==> src/rtl/pdu_lqlist_builder_pkg.sv <==
// Shared PDU constants: LQ count, index width and builder FSM encoding.
// Every PDU block imports these so list widths agree across the unit.
package pdu_lqlist_builder_pkg;

  localparam int NUM_LQ    = 16;
  localparam int LQADDR_BW = 4;

  typedef enum logic {
    COLLECT = 1'b0,
    HOLD    = 1'b1
  } state_t;

endpackage

==> src/rtl/pdu_lqlist_builder_if.sv <==
// Index-in / list-out valid/ready bundle of the LQ list builder.
// master drives beats and takes lists; slave is the builder side.
interface pdu_lqlist_builder_if #(
  parameter int NUM_LQ    = pdu_lqlist_builder_pkg::NUM_LQ,
  parameter int LQADDR_BW = pdu_lqlist_builder_pkg::LQADDR_BW
);

  logic                 in_valid;
  logic                 in_ready;
  logic [LQADDR_BW-1:0] in_lqidx;
  logic                 in_last;
  logic                 out_valid;
  logic                 out_ready;
  logic [NUM_LQ-1:0]    out_lqlist;
  logic [LQADDR_BW:0]   out_cnt;

  modport master (
    output in_valid, in_lqidx, in_last, out_ready,
    input  in_ready, out_valid, out_lqlist, out_cnt
  );

  modport slave (
    input  in_valid, in_lqidx, in_last, out_ready,
    output in_ready, out_valid, out_lqlist, out_cnt
  );

endinterface

==> src/rtl/pdu_lqlist_builder_lqbit_setter.sv <==
// Sets one index bit in the LQ accumulator; flags new bits and range.
// Out-of-range indices leave the accumulator untouched.
module pdu_lqbit_setter #(
  parameter int NUM_LQ    = 16,
  parameter int LQADDR_BW = 4
) (
  input  logic [NUM_LQ-1:0]    acc,
  input  logic [LQADDR_BW-1:0] idx,
  output logic [NUM_LQ-1:0]    acc_nxt,
  output logic                 newly_set,
  output logic                 in_range
);

  logic [NUM_LQ-1:0] mask;

  always_comb begin
    in_range  = (32'(idx) < NUM_LQ);
    mask      = '0;
    if (in_range)
      mask = NUM_LQ'(1) << idx;
    newly_set = |(mask & ~acc);
    acc_nxt   = acc | mask;
  end

endmodule

==> src/rtl/pdu_lqlist_builder.sv <==
// Packs a serial LQ index stream into a one-hot LQ list with popcount.
// Define PDU_LQB_DUPCHK_EN to add err_dup / out_dup duplicate reporting.
module pdu_lqlist_builder #(
  parameter int NUM_LQ    = pdu_lqlist_builder_pkg::NUM_LQ,
  parameter int LQADDR_BW = pdu_lqlist_builder_pkg::LQADDR_BW
) (
  input  logic                clk,
  input  logic                rst,
  input  logic                flush,
  pdu_lqlist_builder_if.slave bus,
`ifdef PDU_LQB_DUPCHK_EN
  output logic                err_dup,
  output logic                out_dup,
`endif
  output logic                err_range
);

  import pdu_lqlist_builder_pkg::*;

  state_t               state;
  state_t               state_nxt;
  logic [NUM_LQ-1:0]    acc;
  logic [NUM_LQ-1:0]    acc_set;
  logic [LQADDR_BW:0]   cnt;
  logic                 newly;
  logic                 in_range;
  logic                 accept;
  logic                 take;

  pdu_lqbit_setter #(
    .NUM_LQ    (NUM_LQ),
    .LQADDR_BW (LQADDR_BW)
  ) u_setter (
    .acc       (acc),
    .idx       (bus.in_lqidx),
    .acc_nxt   (acc_set),
    .newly_set (newly),
    .in_range  (in_range)
  );

  // flush wins over both handshakes, so a beat seen with flush is lost
  assign bus.in_ready   = (state == COLLECT);
  assign bus.out_valid  = (state == HOLD);
  assign accept         = bus.in_valid & bus.in_ready & ~flush;
  assign take           = bus.out_valid & bus.out_ready & ~flush;
  assign bus.out_lqlist = bus.out_valid ? acc : '0;
  assign bus.out_cnt    = bus.out_valid ? cnt : '0;

  always_comb begin
    state_nxt = state;
    unique case (1'b1)
      flush:                 state_nxt = COLLECT;
      take:                  state_nxt = COLLECT;
      accept & bus.in_last:  state_nxt = HOLD;
      default: ;
    endcase
  end

  always_ff @(posedge clk) begin
    if (rst)
      state <= COLLECT;
    else
      state <= state_nxt;
  end

  always_ff @(posedge clk) begin
    if (rst || flush || take) begin
      acc <= '0;
      cnt <= '0;
    end else if (accept) begin
      acc <= acc_set;
      cnt <= cnt + (LQADDR_BW+1)'(newly);
    end
  end

  always_ff @(posedge clk) begin
    if (rst)
      err_range <= 1'b0;
    else
      err_range <= accept & ~in_range;
  end

`ifdef PDU_LQB_DUPCHK_EN
  logic dup_seen;

  assign out_dup = bus.out_valid & dup_seen;

  always_ff @(posedge clk) begin
    if (rst) begin
      err_dup  <= 1'b0;
      dup_seen <= 1'b0;
    end else begin
      err_dup <= accept & in_range & ~newly;
      if (flush || take)
        dup_seen <= 1'b0;
      else if (accept && in_range && !newly)
        dup_seen <= 1'b1;
    end
  end
`endif

endmodule

==> src/flat_wrapper.sv <==
// flat-port wrapper written by rule: the top's interface ports become plain ports
module pdu_lqlist_builder_flat import pdu_lqlist_builder_pkg::*;
#(
  parameter int NUM_LQ    = pdu_lqlist_builder_pkg::NUM_LQ,
  parameter int LQADDR_BW = pdu_lqlist_builder_pkg::LQADDR_BW
)
  (clk, rst, flush, err_range, bus_in_valid, bus_in_lqidx, bus_in_last, bus_out_ready, bus_in_ready, bus_out_valid, bus_out_lqlist, bus_out_cnt);
  pdu_lqlist_builder_if #(.NUM_LQ(NUM_LQ), .LQADDR_BW(LQADDR_BW)) bus_i ();
  input  logic clk;
  input  logic rst;
  input  logic flush;
  output logic err_range;
  input wire logic [$bits(bus_i.in_valid)-1:0] bus_in_valid;
  input wire logic [$bits(bus_i.in_lqidx)-1:0] bus_in_lqidx;
  input wire logic [$bits(bus_i.in_last)-1:0] bus_in_last;
  input wire logic [$bits(bus_i.out_ready)-1:0] bus_out_ready;
  output wire logic [$bits(bus_i.in_ready)-1:0] bus_in_ready;
  output wire logic [$bits(bus_i.out_valid)-1:0] bus_out_valid;
  output wire logic [$bits(bus_i.out_lqlist)-1:0] bus_out_lqlist;
  output wire logic [$bits(bus_i.out_cnt)-1:0] bus_out_cnt;
  assign bus_i.in_valid = bus_in_valid;
  assign bus_i.in_lqidx = bus_in_lqidx;
  assign bus_i.in_last = bus_in_last;
  assign bus_i.out_ready = bus_out_ready;
  assign bus_in_ready = bus_i.in_ready;
  assign bus_out_valid = bus_i.out_valid;
  assign bus_out_lqlist = bus_i.out_lqlist;
  assign bus_out_cnt = bus_i.out_cnt;
  pdu_lqlist_builder #(.NUM_LQ(NUM_LQ), .LQADDR_BW(LQADDR_BW)) u_core (.clk(clk), .rst(rst), .flush(flush), .bus(bus_i), .err_range(err_range));
endmodule
==> config.mk <==
export PLATFORM = sky130hd
export DESIGN_NAME = pdu_lqlist_builder_flat
export DESIGN_NICKNAME = d
export VERILOG_FILES = /design/src/rtl/pdu_lqlist_builder_pkg.sv /design/src/rtl/pdu_lqlist_builder_if.sv /design/src/rtl/pdu_lqlist_builder_lqbit_setter.sv /design/src/rtl/pdu_lqlist_builder.sv /design/src/flat_wrapper.sv
export SDC_FILE = /design/constraint.sdc
export NUM_CORES = 1
export LEC_CHECK = 0
export CAP_MARGIN = 30
export CORE_AREA = 3 3 62 50
export DETAILED_ROUTE_END_ITERATION = 7
export DIE_AREA = 0 0 65 53
export PLACE_DENSITY = 0.83
export SLEW_MARGIN = 40
export SYNTH_ARGS = -nofsm -noshare
export SYNTH_HDL_FRONTEND = slang
export SYNTH_SLANG_ARGS = --single-unit
==> constraint.sdc <==
create_clock -name clk -period 2.8 [get_ports clk]
set_clock_uncertainty 0.15 [all_clocks]
set_input_delay 0.42 -clock clk [delete_from_list [all_inputs] [get_ports clk]]
set_output_delay 0.42 -clock clk [all_outputs]
set_load 0.1 [all_outputs]
==> results.toml <==
# implementation run metrics
[sta]
tightest_slew_ps = 664.3
finalMaxSlewViolations = 0
hold_violations = 0
post-route-period-util_pct = 92.80
max_freq_mhz = 384.8
whs_ps = 348.3

[synthesis]
mux_share_pct = 5.942
logic_family = "simple AND/OR/NAND/NOR gates"
synth_cell_types = 33
yosys_most_used_dff = "dfxtp_1"
synth_stat.cells = 131
ys_sh_aoi_pct = 12.67
fa_ha_area_share_pct = 2.242
topCellsByArea = "dfxtp_1 39%, and2_1 12%, nor2_1 8.1%"
yosysWarnings = 0
synthTopCellsByCount = "24 x nor2_1, 22 x dfxtp_1, 21 x and2_1"
synth_flops = 22
ys_sh_xor_pct = 2.354

[pwr]
p_seq_share_pct = 58.6
combPwrFrac_pct = 15.1
switching_power_mw = 0.1450
power_density_mw_per_mm2 = 371.5
netSwitchingFraction_pct = 26.59
peakVddDrop_uv = 224.3
p_leak_nw = 0.6276

[finish]
lay_top_count = "buf_4"
lay_top_cells = "32 x buf_4, 24 x nor2_1, 22 x dfxtp_1"
nets = 180
fin_area_mm2 = 0.001468
antenna_cells = 0

[detailed_routing]
drt-total-wl_um = 2661
dr.pass1.iters = 4
viasPerCell = 5.094
remaining_drc_errors = 0

[clock_tree]
cts-buffers-inserted = 3
root_buffer = "clkbuf_4"
clock_sinks = 22
post_cts_buffers = 0
cts_resized = 0
cts_hold_buf = 0
clkLatencyLatePin_ps = 310

[placed_design]
detailed_place_hpwl_um = 1995
place_area_mm2 = 0.001445
place_congestion = 0.7952

[floorplan]
dieArea_mm2 = 0.003445
die_w_um = 65
die_height_um = 53
initial_core_util_pct = 43.90
ios = 34

[critical_path]
crit_arrival_ps = 2640
critPathLaunchType = "primary input"

[status]
status = "finished, final reports clean"

[global_routing]
antenna_found_initial = 0
grt_pass1_vias = 995
## per-stage QoR
stage	worst slack (ps)	instances	total power, mW
detailed placement	-144.4	199	0.4085
finish	201.5	202	0.5452
floorplan	169.1	131	0.3785
CTS	185.9	202	0.5472
global placement	-20.82	199	0.4069
global route	89.97	202	0.5676
## cells by family after synthesis
kind of cell / Yosys count
DFF: 22
buffers and inverters: 11
xor gates and xnor gates: 3
and+or+nand+nor: 64
other: 1
muxes: 5
adders and majority gates: 2
AOI/OAI and AO/OA: 23
## worst min-delay path, delay by kind of cell (launching register included)
kind	cells	cell delay, ps
flip-flops	1	360
AND/OR/NAND/NOR	1	70
AND-OR/OR-AND	1	50
## power groups by stage
stage / logic, mW / clock network (mW) / registers (mW)
floorplan: 0.0506 / 0 / 0.328
global placement: 0.0806 / 0 / 0.326
detailed placement: 0.0819 / 0 / 0.327
CTS: 0.0823 / 0.145 / 0.319
global route: 0.0888 / 0.158 / 0.320
finish: 0.0824 / 0.143 / 0.319
## final timing paths
kind | start | end | slack (ps) | cells past startpoint
min | u_core.acc[9] | u_core.acc[9] | 350 | 2
max | bus_in_lqidx[0] | u_core.cnt[4] | 200 | 10
min reg2reg | u_core.acc[9] | u_core.acc[9] | 350 | 2
max reg2reg | u_core.acc[0] | u_core.cnt[4] | 510 | 9
## final cells by class
| cell class | instances | area (um2) |
|---|---|---|
| fillers | 239 | 1075 |
| multi-input cells | 98 | 621.8 |
| flip-flops and latches | 22 | 440.4 |
| repair buffers | 41 | 330.3 |
| well taps | 36 | 45.04 |
| clock buffers | 3 | 22.52 |
| inverters | 2 | 7.507 |
## per-layer routing
metal,up-vias,GRT usage [%]
li1,521,-
met1,474,20.33
met2,32,30.73
met3,2,5.096
met4,0,3.509
met5,-,0
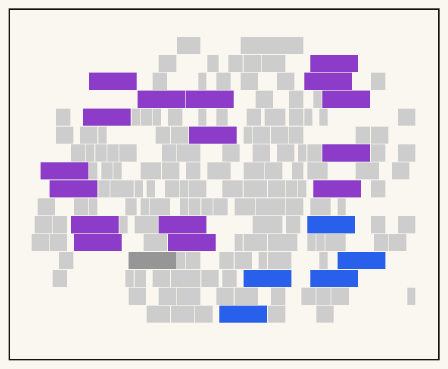
Fig. 1. Sequential cells colored by netlist name.
Other sequential cells in the stronger gray, the rest of the logic in the fainter gray.
- purple: `u_core.acc` (placed flops 16)
- blue: `u_core.cnt` (placed flops 5; where bottom right)
- not colored: 1
Seq area share: 30.01%
Core Util, Final: 57.73%

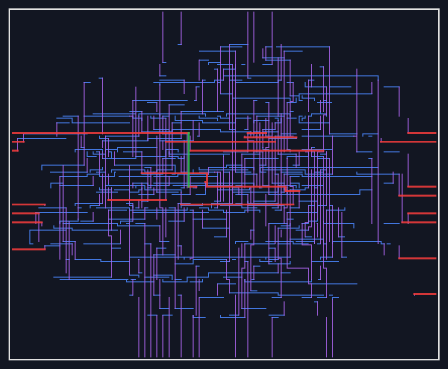
Fig. 2. Wiring by layer.
- green: met4 (wire length 8.20 um)
- red: met3 (wire length 188 um)
- blue: met1 (wire length 1,180 um)
- purple: met2 (wire length 1,290 um)
Total GRT Usage: 17.13%
DR WL/cell: 13.17 um

Power figures rest on the tool's default switching activity, not on a simulated workload.
